==> src/rtl/axi_stream_rr_arbiter.sv <==
// Round-robin arbiter sharing one registered AXI-stream output between N_INPUTS sources,
// with bursts of up to MAX_BURST beats and a per-source TLAST every TLAST_PERIOD beats.
//   state   | meaning
//   IDLE    | arbitrate among valid sources, starting after last_grant
//   GRANTED | accept beats from the granted source
module axi_stream_rr_arbiter #(
    parameter int N_INPUTS     = 6,
    parameter int DATA_WIDTH   = 32,
    parameter int DEST_WIDTH   = 8,
    parameter int USER_WIDTH   = 8,
    parameter int TLAST_PERIOD = 1024,
    parameter int MAX_BURST    = 4
) (
    input  logic                                 clock,
    input  logic                                 reset,
    input  logic [N_INPUTS-1:0]                  stream_in_valid,
    output logic [N_INPUTS-1:0]                  stream_in_ready,
    input  logic [N_INPUTS-1:0][DATA_WIDTH-1:0]  stream_in_data,
    input  logic [N_INPUTS-1:0][DEST_WIDTH-1:0]  stream_in_dest,
    input  logic [N_INPUTS-1:0][USER_WIDTH-1:0]  stream_in_user,
    output logic                                 stream_out_valid,
    input  logic                                 stream_out_ready,
    output logic [DATA_WIDTH-1:0]                stream_out_data,
    output logic [DEST_WIDTH-1:0]                stream_out_dest,
    output logic [USER_WIDTH-1:0]                stream_out_user,
    output logic                                 stream_out_last,
    output logic [$clog2(N_INPUTS)-1:0]          grant,
    output logic                                 grant_active
);

    localparam int GW = $clog2(N_INPUTS);
    localparam int BW = $clog2(MAX_BURST + 1);

    typedef enum logic {IDLE, GRANTED} state_t;

    state_t                  state_q, state_d;
    logic [GW-1:0]           grant_q, grant_d;
    logic [GW-1:0]           last_grant_q, last_grant_d;
    logic [GW-1:0]           rr_sel, cand;
    logic                    rr_found;
    logic [BW-1:0]           burst_cnt_q, burst_cnt_d;
    logic [N_INPUTS-1:0][15:0] tlast_cnt_q;
    logic [15:0]             cur_cnt;
    logic                    accept_ok, handshake, tlast_hit;

    // Scan starts one past the last grant and wraps, so every source gets a turn.
    always_comb begin
        rr_found = 1'b0;
        rr_sel   = '0;
        cand     = last_grant_q;
        for (int i = 0; i < N_INPUTS; i++) begin
            cand = (cand == GW'(N_INPUTS - 1)) ? '0 : cand + 1'b1;
            if (!rr_found && stream_in_valid[cand]) begin
                rr_found = 1'b1;
                rr_sel   = cand;
            end
        end
    end

    // Ready is gated by reset so no source sees a handshake the register will discard.
    always_comb begin
        accept_ok       = ~stream_out_valid | stream_out_ready;
        stream_in_ready = '0;
        if (state_q == GRANTED && accept_ok && !reset)
            stream_in_ready[grant_q] = 1'b1;
        handshake = (state_q == GRANTED) && accept_ok && !reset && stream_in_valid[grant_q];
        cur_cnt   = tlast_cnt_q[grant_q];
        tlast_hit = (cur_cnt == 16'(TLAST_PERIOD - 1));
    end

    always_comb begin
        state_d      = state_q;
        grant_d      = grant_q;
        last_grant_d = last_grant_q;
        burst_cnt_d  = burst_cnt_q;
        case (state_q)
            IDLE: begin
                if (rr_found) begin
                    state_d     = GRANTED;
                    grant_d     = rr_sel;
                    burst_cnt_d = '0;
                end
            end
            GRANTED: begin
                if (handshake)
                    burst_cnt_d = burst_cnt_q + 1'b1;
                if ((handshake && burst_cnt_q == BW'(MAX_BURST - 1)) || !stream_in_valid[grant_q]) begin
                    state_d      = IDLE;
                    last_grant_d = grant_q;
                end
            end
            default: state_d = IDLE;
        endcase
    end

    always_ff @(posedge clock) begin
        if (reset) begin
            state_q      <= IDLE;
            grant_q      <= '0;
            last_grant_q <= GW'(N_INPUTS - 1);
            burst_cnt_q  <= '0;
        end else begin
            state_q      <= state_d;
            grant_q      <= grant_d;
            last_grant_q <= last_grant_d;
            burst_cnt_q  <= burst_cnt_d;
        end
    end

    always_ff @(posedge clock) begin
        if (reset) begin
            stream_out_valid <= 1'b0;
            stream_out_last  <= 1'b0;
            stream_out_data  <= '0;
            stream_out_dest  <= '0;
            stream_out_user  <= '0;
            tlast_cnt_q      <= '0;
        end else if (handshake) begin
            stream_out_valid     <= 1'b1;
            stream_out_last      <= tlast_hit;
            stream_out_data      <= stream_in_data[grant_q];
            stream_out_dest      <= stream_in_dest[grant_q];
            stream_out_user      <= stream_in_user[grant_q];
            tlast_cnt_q[grant_q] <= tlast_hit ? 16'd0 : cur_cnt + 16'd1;
        end else if (stream_out_ready) begin
            stream_out_valid <= 1'b0;
            stream_out_last  <= 1'b0;
        end
    end

    assign grant        = grant_q;
    assign grant_active = (state_q == GRANTED);

endmodule
==> config.mk <==
export PLATFORM = sky130hd
export DESIGN_NAME = axi_stream_rr_arbiter
export DESIGN_NICKNAME = d
export VERILOG_FILES = /design/src/rtl/axi_stream_rr_arbiter.sv
export SDC_FILE = /design/constraint.sdc
export NUM_CORES = 1
export LEC_CHECK = 0
export ABC_AREA = 1
export ABC_CLOCK_PERIOD_IN_PS = 2800
export CORE_MARGIN = 3
export CORE_UTILIZATION = 35
export CTS_CLUSTER_SIZE = 14
export DETAILED_ROUTE_END_ITERATION = 10
export PLACE_DENSITY = 0.68
export SLEW_MARGIN = 10
export SYNTH_ARGS = -nofsm -noshare
export SYNTH_HDL_FRONTEND = slang
export SYNTH_SLANG_ARGS = --single-unit
==> constraint.sdc <==
create_clock -name clock -period 2.8 [get_ports clock]
set_input_delay 0.28 -clock clock [delete_from_list [all_inputs] [get_ports clock]]
set_output_delay 0.28 -clock clock [all_outputs]
set_load 0.03 [all_outputs]
util_map.png
Scale: 2 px per um. The die is cut into 16 by 16 equal tiles; dark blue is low, red is high, 0 to 100% covered.
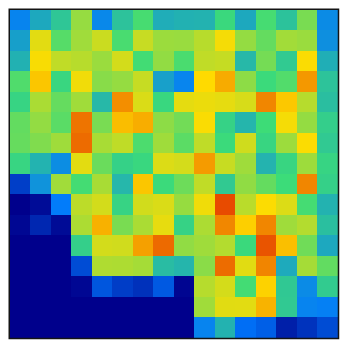
nearly empty tiles: 12%
tiles over 75% full: 11%
mean over tiles: 49%
emptiest ninth of the die: bottom left
fullest tile: 92%

port_trees.png
Scale: 1.5 px per um.
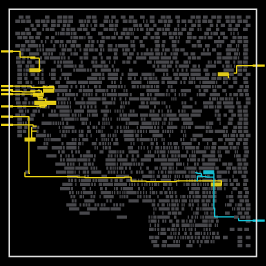
[yellow] `stream_out_user` | bits: 8 | direction: output | end cells: 8 | wire: 418 um
[cyan] `grant_active` | bits: 1 | direction: output | end cells: 1 | wire: 76.0 um

congestion_map.png
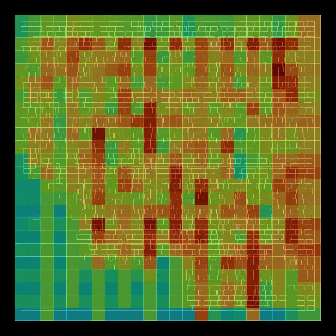
Layout Utilization: 55.8%
M2 GR Usage: 42.2%
met3 Track Usage GR: 5.93%
busiest grt layer: met2
GRT Total Usage: 25.4%

==> results.ini <==
[run_status]
outcome=complete, but fails checks
failed_checks=setup timing

[floorplanning]
initCoreUtil_pct=35.8
coreArea_um2=24400
num_rows=57
chipArea_um2=26900

[logic_synthesis]
ys_warn_count=0
synth_dominant_cell_count=nand2_1
ff_type=dfxtp_1
synthAoiAreaFrac_pct=30.5

[pwr]
sw_frac_of_total_pct=43.2
top_power_group=combinational logic
finalPower_mw=11.0
powerComb_mw=6.14

[final_timing]
rsz0062_at_grt=yes
fin_crit_ns=2.83
setup_viol=6
fin_hold_ws_ns=0.442
finalWorstSetupSlack_ns=-0.0340

[finish]
seq_area_share_pct=23.0
comb_area_share_pct=37.3
insertedDiodeCount=0
clk_share_pct=4.09
clkbuf_count=22
seq_cell_count=156
nonClkBufAreaFrac_pct=30.2
dominant_cells=multi-input combinational cells

[detailed_routing]
first_pass_iters=5
wl_met3_um=2790
post_drt_wl_per_cell_um=19.0
drtIter0Drc=737

[setup_path]
rrSetupSlack_ns=-0.03
crit_path_max_incr_delay_ns=0.34
path_depth=20
crit_type=flop to flop
critical_path_buf_inv_count=2

[hold_path]
hold_path_class=input port to flop

[global_routing]
grt_pass1_wl_um=53600
grt-ovfl-total=0

[clock_network]
cts_hold_buf=0
numClockSinks=156

[job]
max_cap_viol_count=0

